**Run 1: supply network**

Pins as bars on the die edge. Tap cells in grey.
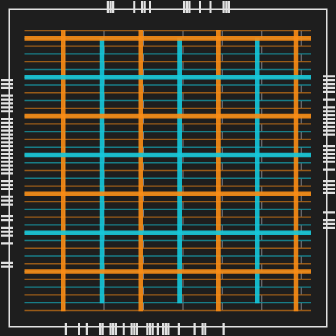
**Run 1: cell classes on the final placement**

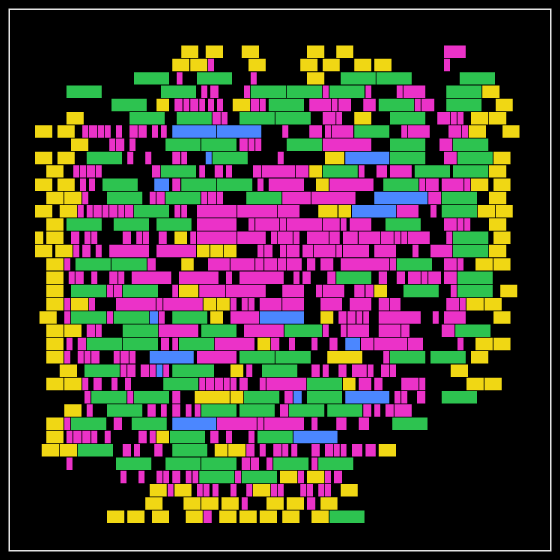
**Run 1: clock wires, drivers and flops**

The bar under the picture is 20 um long.
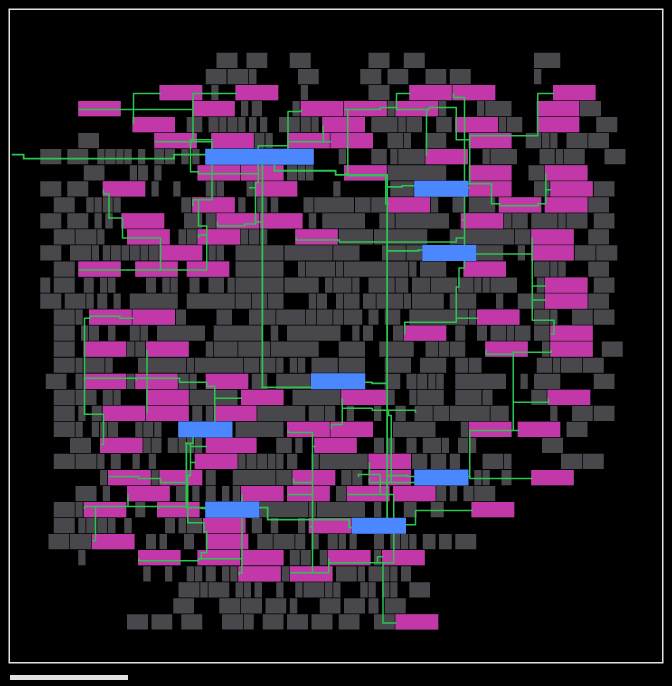
`src/rtl/bka8_seq_add.sv`:
```
// Multi-cycle wide adder: streams NBYTES 8-bit slices, LSB first, through a
// pair of Brent-Kung 8-bit adders, chaining the carry from cycle to cycle.

module bka8 (
    input  logic [7:0] a,
    input  logic [7:0] b,
    output logic [7:0] s,
    output logic       cout
);
    logic [7:0] g, p;
    logic g10, p10, g32, p32, g54, p54, g76, p76;
    logic g30, p30, g74, p74, g70;
    logic g20, g40, g50, g60;

    assign g = a & b;
    assign p = a ^ b;

    // up-sweep: pairwise, then nibble, then byte group generate/propagate
    assign g10 = g[1] | (p[1] & g[0]);
    assign p10 = p[1] & p[0];
    assign g32 = g[3] | (p[3] & g[2]);
    assign p32 = p[3] & p[2];
    assign g54 = g[5] | (p[5] & g[4]);
    assign p54 = p[5] & p[4];
    assign g76 = g[7] | (p[7] & g[6]);
    assign p76 = p[7] & p[6];
    assign g30 = g32 | (p32 & g10);
    assign p30 = p32 & p10;
    assign g74 = g76 | (p76 & g54);
    assign p74 = p76 & p54;
    assign g70 = g74 | (p74 & g30);

    // down-sweep fills in the remaining prefix carries
    assign g50 = g54 | (p54 & g30);
    assign g20 = g[2] | (p[2] & g10);
    assign g40 = g[4] | (p[4] & g30);
    assign g60 = g[6] | (p[6] & g50);

    assign s    = p ^ {g60, g50, g40, g30, g20, g10, g[0], 1'b0};
    assign cout = g70;
endmodule

// state | meaning
// IDLE  | waiting for operands, in_ready high
// RUN   | adding slice idx, one slice per cycle
// DONE  | result held on out_sum/out_cout until out_ready
module bka8_seq_add #(
    parameter int NBYTES = 4
) (
    input  logic                  clk,
    input  logic                  rst,
    input  logic                  in_valid,
    output logic                  in_ready,
    input  logic [8*NBYTES-1:0]   in_a,
    input  logic [8*NBYTES-1:0]   in_b,
    input  logic                  in_cin,
    output logic                  out_valid,
    input  logic                  out_ready,
    output logic [8*NBYTES-1:0]   out_sum,
    output logic                  out_cout
);
    localparam int W     = 8 * NBYTES;
    localparam int IDX_W = (NBYTES > 1) ? $clog2(NBYTES) : 1;

    typedef enum logic [1:0] {IDLE, RUN, DONE} state_t;

    state_t           state;
    logic [W-1:0]     a_reg, b_reg, sum_reg;
    logic             carry_reg;
    logic [IDX_W-1:0] idx;
    logic [7:0]       a_slice, b_slice, s0, s1;
    logic             c0, c1;

    assign a_slice = a_reg[8*idx +: 8];
    assign b_slice = b_reg[8*idx +: 8];

    bka8 u0 (.a(a_slice), .b(b_slice),             .s(s0), .cout(c0));
    bka8 u1 (.a(s0),      .b({7'b0, carry_reg}),   .s(s1), .cout(c1));

    always_ff @(posedge clk) begin
        if (rst) begin
            state     <= IDLE;
            in_ready  <= 1'b1;
            out_valid <= 1'b0;
            a_reg     <= '0;
            b_reg     <= '0;
            sum_reg   <= '0;
            carry_reg <= 1'b0;
            idx       <= '0;
        end else begin
            case (state)
                IDLE: begin
                    if (in_valid) begin
                        a_reg     <= in_a;
                        b_reg     <= in_b;
                        carry_reg <= in_cin;
                        sum_reg   <= '0;
                        idx       <= '0;
                        in_ready  <= 1'b0;
                        state     <= RUN;
                    end
                end
                RUN: begin
                    sum_reg[8*idx +: 8] <= s1;
                    // c0 and c1 are never both set, so OR is the true carry
                    carry_reg <= c0 | c1;
                    if (idx == IDX_W'(NBYTES - 1)) begin
                        out_valid <= 1'b1;
                        state     <= DONE;
                    end else begin
                        idx <= idx + IDX_W'(1);
                    end
                end
                DONE: begin
                    if (out_ready) begin
                        out_valid <= 1'b0;
                        in_ready  <= 1'b1;
                        state     <= IDLE;
                    end
                end
                default: begin
                    out_valid <= 1'b0;
                    in_ready  <= 1'b1;
                    state     <= IDLE;
                end
            endcase
        end
    end

    assign out_sum  = sum_reg;
    assign out_cout = carry_reg;
endmodule
```
`config.mk`:
```
export PLATFORM = sky130hd
export DESIGN_NAME = bka8_seq_add
export DESIGN_NICKNAME = d
export VERILOG_FILES = /design/src/rtl/bka8_seq_add.sv
export SDC_FILE = /design/constraint.sdc
export NUM_CORES = 1
export LEC_CHECK = 0
export CAP_MARGIN = 10
export CORE_MARGIN = 5
export CORE_UTILIZATION = 45
export CTS_BUF_LIST = sky130_fd_sc_hd__clkbuf_16
export DETAILED_ROUTE_END_ITERATION = 16
export MAX_ROUTING_LAYER = met4
export PLACE_DENSITY = 0.76
export SETUP_SLACK_MARGIN = 0.5
export SLEW_MARGIN = 10
export SYNTH_ARGS = -nofsm -noshare
export SYNTH_HDL_FRONTEND = slang
export SYNTH_SLANG_ARGS = --single-unit
```
`constraint.sdc`:
```
create_clock -name clk -period 3.4 [get_ports clk]
set_clock_uncertainty 0.05 [all_clocks]
set_input_delay 1.02 -clock clk [delete_from_list [all_inputs] [get_ports clk]]
set_output_delay 1.02 -clock clk [all_outputs]
set_load 0.03 [all_outputs]
```
==> Changelog: implementation, run 1 <==
### Metrics

* Final worst path period need at 3.263 ns
* Crit path max-delay cell type: mux4_2
* Total area of sequential cells at 2067 sq um
* Non-Clock Buffer Count at 128
* RSZ-0062 raised after global routing: yes
* Routed len/inst at 15.61 um
* Levels on crit path at 12
* Int Pwr at 2.068 mW
* M1 GR Usage at 23.46%
* Area grow syn2layout at 37.92%
* Post-synthesis async set-or-reset flop share at 0%
* Post-CTS sizing at 23
* Sequential cell count at 103
* Sink Count at 103
* Starting DRC count in detailed routing at 163
* Wire length on met2 at 6128 um
* Final non-clock buffer share at 19.92%
* Final ANT Viol Nets at 0
* Flop share of the area at 32.93%
* Worst Path Buf+Inv at 1
* Area leader share at 45.31%
* YS chip area at 4551 sq um
* Fillers at 827
* Final Max Slew Viols at 0
* Post-route cell area at 6276 sq um
* Multi-input combinational area share at 38.70%
* Peak fanout along the critical path at 7
* Most frequent cells after synthesis: nand2_1 (129), dfxtp_1 (103), a21oi_1 (77)
* Area leader, netlist: dfxtp_1
* Crit Path Category: reg2reg
* Number of buffers created by CTS at 9
* Worst setup path end: out_cout$_SDFFE_PP0P_
* CTS clk-pin slew, worst paths at 0.07 ns
* WP data required at 3.63 ns
* Cell type taking the most area: combinational gates
* Mux share at 8.139%
* Hold path startpoint: b_reg[31]$_SDFFE_PP0P_
* FP Util at 46.34%
* WP data arrival at 3.49 ns
* Sequential power share at 46.4%
* Setup crit end kind: flop
* Status: finished clean
* Post-Synth XOR/XNOR Area at 1.155%
* Worst min path class: reg2reg
* Layout clock area frac at 4.625%
* Met1 wire length at 4881 um
* First-pass GRT wire length at 19,430 um
* # rows at 36
* Sequential area share after synthesis at 45.31%
* Syn_area_per_cell at 8.923 sq um
* Max Clk Rate at 0.3064 GHz
* Combinational gate count at 353
* Initial antenna violation count at 0
* Cells in synth_stat.txt at 510
* DR pass1 iterations at 4
* Core Area at 9819 sq um
* Combinational Power Share at 17.6%
* Hold path depth at 2
* Mapped Area at 4551 sq um
* Dominant flop cell: dfxtp_1
* CTS tree: yes
* Measured slew at the worst slew-check pin at 0.8384 ns
* CP Cell Sequence: buf_4 -> mux4_2 -> ha_1 -> o21ai_1 -> a21oi_1 -> o21a_1 -> nor2_2 -> fa_1 -> or4b_1 -> nor4_2 -> o31ai_1 -> a21oi_1
* Crit path launch: idx[0]$_SDFFE_PP0P_
* Critical path's largest stage delay at 0.50 ns
* Basic Gates by Area at 17.87%
* Post-DP Area at 5753 sq um
* CP Launch Type: flop
* Pleak at 2.313 nW
* Switch Pwr at 728.0 uW
* RR Endpoint: out_cout$_SDFFE_PP0P_
* Met3 GRT Util at 4.759%
* CLK BUF at 9
* Die height at 110.6 um
* Final Hold Vio Count at 0
* Post-Synthesis Cells at 510
* Top cell family by delay on the critical path: adder cells
* Port-buffer cells at 103
* FF-to-FF path depth at 12
* Final period util at 95.98%
* Largest net degree at the start of global routing at 65
* Hold Path Sink: b_reg[31]$_SDFFE_PP0P_
* Synth logic family: simple AND/OR/NAND/NOR gates
* # diodes at 0
* Distinct lib cells used at 39
* CTS Hold Bufs at 0
* Syn Nets at 599
* Fraction of layout cells with a size suffix above 1 at 15.35%
* Routing usage on met2 at 33.98%
* Met3 WL post-DR at 565 um
* Worst rel slew slack at 44.11%
* Ys Warns at 0
* Top layer reached by signal wires: met4
* Final WL at 11,740 um
## Picture notes: 'supply network'
- orange: VSS
- cyan: VDD
- met4 straps: 7
- met1 rails: 37
- rows: 36
- signal pins: 104
- tap cells: 133

## Picture notes: 'cell classes on the final placement'
- blue: clock drivers and dummy loads (cells 16)
- green: flip-flops (cells 103)
- magenta: all other logic (cells 372)
- yellow: other buffers and delay cells (cells 128)

## Picture notes: 'clock wires, drivers and flops'
- magenta: flip-flops (count 103)
- blue: cells driving clock nets (count 9)
- green: clock wires (length 1,110 um)
- routed clock nets: 10
- flops lie: widely spread
worst skew pair latency: 0.34 ns
P_clk: 1.01 mW
Clk pwr share: 36.1%

run 1: metrics by stage:
stage               worst slack [ns]  cells  util (%)  hold WS [ns]  total power, mW
floorplan                   -0.07233    510         -        0.3831            1.583
global placement            0.004388    729     58.59        0.3901            1.748
detailed placement          -0.08678    729     58.59        0.3952            1.761
CTS                           0.1324    747     63.04        0.4046            2.797
global route                0.002955    752     63.91        0.4166            2.913
finish                        0.1366    752     63.91        0.4037            2.796
run 1: power groups by stage:
stage | sequential, mW | clock [mW] | combinational [mW]
2_1_floorplan | 1.32 | 0 | 0.266
3_3_place_gp | 1.32 | 0 | 0.424
3_5_place_dp | 1.32 | 0 | 0.436
4_1_cts | 1.30 | 1.02 | 0.476
5_1_grt | 1.30 | 1.07 | 0.539
6_report | 1.30 | 1.01 | 0.492
==> run 1 -> run 2 <==
--- a/config.mk
+++ b/config.mk
@@ -7,13 +7,12 @@
 export LEC_CHECK = 0
 export CAP_MARGIN = 10
 export CORE_MARGIN = 5
-export CORE_UTILIZATION = 45
+export CORE_UTILIZATION = 39
 export CTS_BUF_LIST = sky130_fd_sc_hd__clkbuf_16
 export DETAILED_ROUTE_END_ITERATION = 16
 export MAX_ROUTING_LAYER = met4
-export PLACE_DENSITY = 0.76
+export PLACE_DENSITY = 0.67
 export SETUP_SLACK_MARGIN = 0.5
-export SLEW_MARGIN = 10
 export SYNTH_ARGS = -nofsm -noshare
 export SYNTH_HDL_FRONTEND = slang
 export SYNTH_SLANG_ARGS = --single-unit
==> Changelog: implementation, run 2 <==
### Metrics

* Pleak at 2.298 nW
* First-pass GRT wire length at 19,330 um
* Levels on crit path at 13
* Yosys aoi share at 15.34%
* Tool Warnings at 32
* Clock Path Buffers at 2
* Top cell family by delay on the critical path: simple AND/OR/NAND/NOR gates
* Top Layout Cells: nand2_1 (129), dfxtp_1 (102), clkdlybuf4s50_1 (102)
* Core Area at 11,420 sq um
* Area grow syn2layout at 39.95%
* Most frequent cells after synthesis: nand2_1 (129), dfxtp_1 (103), a21oi_1 (77)
* Post-CTS sizing at 30
* Max Clk Rate at 0.2963 GHz
* # rows at 39
* Sequential area share after synthesis at 45.31%
* Status: finished clean
* Hold_ws at 0.4048 ns
* # diodes at 0
* Number of enable flip-flop cells at 0
* Peak fanout along the critical path at 6
* Starting DRC count in detailed routing at 354
* Hold path depth at 2
* Synthesized registers at 103
* Setup crit end kind: flop
* Chip area at 13,930 sq um
* YS chip area at 4551 sq um
* Area leader, netlist: dfxtp_1
* CTS tree: yes
* Non-clock inverter count in the final layout at 19
* Final WS setup at 0.02457 ns
* FF-to-FF path depth at 13
* Non-Clock Buffer Count at 122
* Clk pwr share at 36.0%
* Setup bufs post-CTS at 5
* Comb area at 2527 sq um
* FP Util at 39.85%
* Crit path max-delay cell type: mux4_2
* Worst min path class: reg2reg
* Distinct lib cells used at 39
* Measured slew at the worst slew-check pin at 0.9226 ns
* Final period util at 99.28%
* Final Hold Vio Count at 0
* Pre-CTS WS at -0.1141 ns
* Basic Gates by Area at 17.87%
* Final total power at 2.820 mW
* Sequential cell count at 103
* Synth logic family: simple AND/OR/NAND/NOR gates
* DR pass1 iterations at 4
* Final ANT Viol Nets at 0
* Worst skew pair latency at 0.35 ns
* Post-DP Area at 5753 sq um
* DRC at 0
* Hold Path Sink: a_reg[22]$_SDFFE_PP0P_
* Combinational gate count at 353
* H-tree levels at 3
* Biggest area cells: dfxtp_1 (45%), nand2_1 (11%), a21oi_1 (8.5%), mux4_2 (7.9%), a22oi_1 (5.3%)
* Finished Layout Cells at 756
* Hold path startpoint: a_reg[22]$_SDFFE_PP0P_
* Routed len/inst at 15.42 um
* Switching Share at 28.10%
* Ys Warns at 0
* TNS Setup at 0 ns
* Switch Pwr at 792.5 uW
* P per Cell Area at 442.8 nW/um^2
* Flop share of the area at 32.40%
* Adder Area Share at 6.159%
* Post-route cell area at 6369 sq um
* Via-per-instance ratio at 5.138
* CP Launch Type: flop
* Die X at 118.0 um
* WP data required at 3.63 ns
* Crit Path Category: reg2reg
* WP data arrival at 3.60 ns
* Worst setup path end: out_cout$_SDFFE_PP0P_
* Post-Synth XOR/XNOR Area at 1.155%
* Dpl hpwl at 8551 um
* Well Taps at 143
* Mapped Area at 4551 sq um
* Area leader share at 45.31%
* Layout clock area frac at 4.735%
* R2R Setup Slk at 0.02 ns
* Number of buffers created by CTS at 9
* Final Max Slew Viols at 0
* Final WL at 11,660 um
* RR Endpoint: out_cout$_SDFFE_PP0P_
* Cells in synth_stat.txt at 510
* Clock Tree Root: clkbuf_16
* Multi-input combinational area share at 39.69%
* Post-synthesis async set-or-reset flop share at 0%
* Vias in the first global route at 3,880
* Syn_area_per_cell at 8.923 sq um
* Post-Synthesis Cells at 510
* Cell type taking the most area: combinational gates
* Syn Nets at 599
* Dominant flop cell: dfxtp_1
* Commonest Layout Cell: nand2_1
* Fraction of layout cells with a size suffix above 1 at 16.48%
* IO Pins at 104
* Final Wtd Congestion at 0.8398
* Placed cells at 734
* Final worst path period need at 3.375 ns
* Synth top cell by count: nand2_1
* Final setup violation count at 0
* Largest net degree at the start of global routing at 69
* Critical path's largest stage delay at 0.54 ns
* Crit path launch: idx[0]$_SDFFE_PP0P_
* Initial antenna violation count at 0
* CLK BUF at 9
* Port-buffer cells at 103
* Overflow after GRT at 0
* Sequential power share at 45.8%
* Fillers at 1,027
* CP Cell Sequence: buf_12 -> buf_4 -> mux4_2 -> ha_4 -> nor2_1 -> a21oi_2 -> o21a_1 -> nor2_2 -> fa_1 -> or4b_4 -> nor4_4 -> o31ai_1 -> a21oi_1
* Peak supply drop at 0.2990 mV
* Sink Count at 103
* Final non-clock buffer share at 19.25%
* CTS Hold Bufs at 0
* Vias at 3,884
* Worst Path Buf+Inv at 2
* RSZ-0062 raised after global routing: yes
* Total area of sequential cells at 2063 sq um
* Combinational Power Share at 18.2%
* Max-cap violations at 0
* Reg2Reg Launch Point: idx[0]$_SDFFE_PP0P_
* Die height at 118.0 um
* Nets at 697
* Core Util, Final at 55.77%
* Worst rel slew slack at 38.49%
* CTS clk-pin slew, worst paths at 0.07 ns
* Mux share at 8.139%
* Int Pwr at 2.028 mW
* Total track usage at 17.20%
==> run 2: cell counts after synthesis <==
Identical to the previous run, type by type.
==> run 2: power groups by stage <==
stage / sequential, mW / combinational [mW] / clock, mW
final: 1.29 / 0.514 / 1.01
after global routing: 1.30 / 0.560 / 1.09
after CTS: 1.29 / 0.492 / 1.03
after detailed placement: 1.32 / 0.436 / 0
after global placement: 1.32 / 0.428 / 0
after floorplan: 1.32 / 0.266 / 0
==> run 2: metal layers <==
| metal | GRT usage, % | wire length [um] | vias up |
|---|---|---|---|
| li1 | - | - | 1933 |
| met1 | 22.24 | 5287 | 1830 |
| met2 | 26.34 | 5570 | 111 |
| met3 | 4.469 | 635 | 10 |
| met4 | 5.663 | 167 | 0 |
| met5 | - | 0 | - |
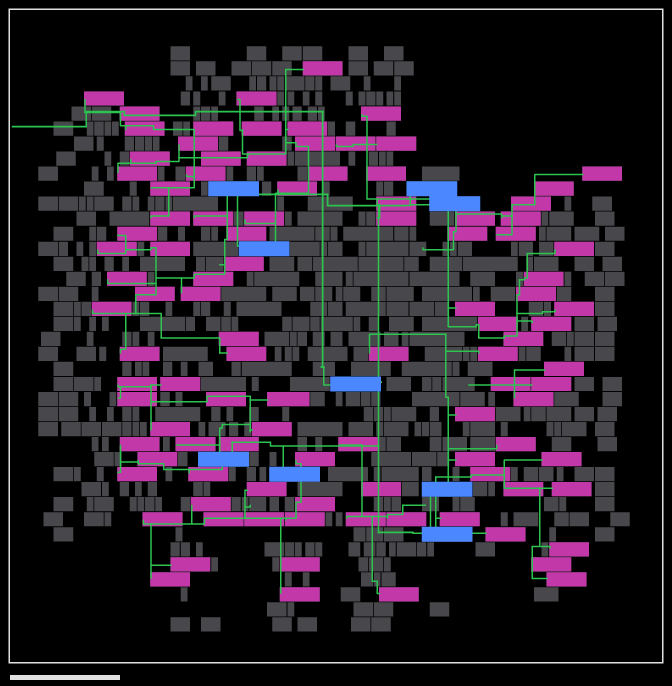
**Above:** run 2 (clock wires, drivers and flops).
The bar under the picture is 20 um long.
- blue: cells driving clock nets (count 9)
- green: clock wires (length 1,140 um)
- magenta: flip-flops (count 103)
- routed clock nets: 10

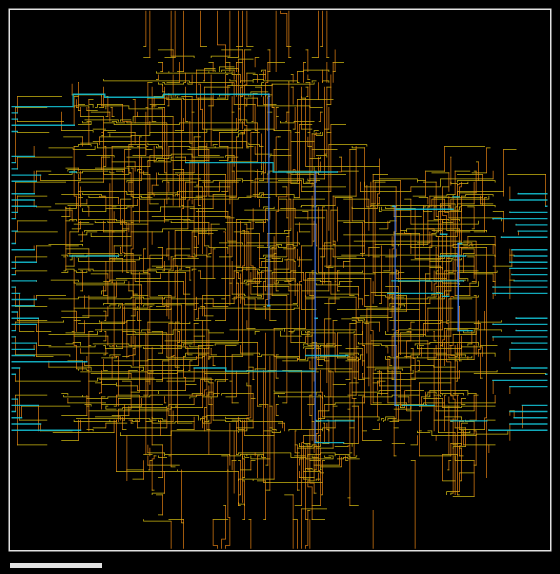
**Above:** run 2 (metal layers overlaid).
The bar under the picture is 20 um long.
- orange: met2 (wire length 5,570 um)
- yellow: met1 (wire length 5,290 um)
- cyan: met3 (wire length 636 um)
- blue: met4 (wire length 168 um)

Power figures rest on the tool's default switching activity, not on a simulated workload.
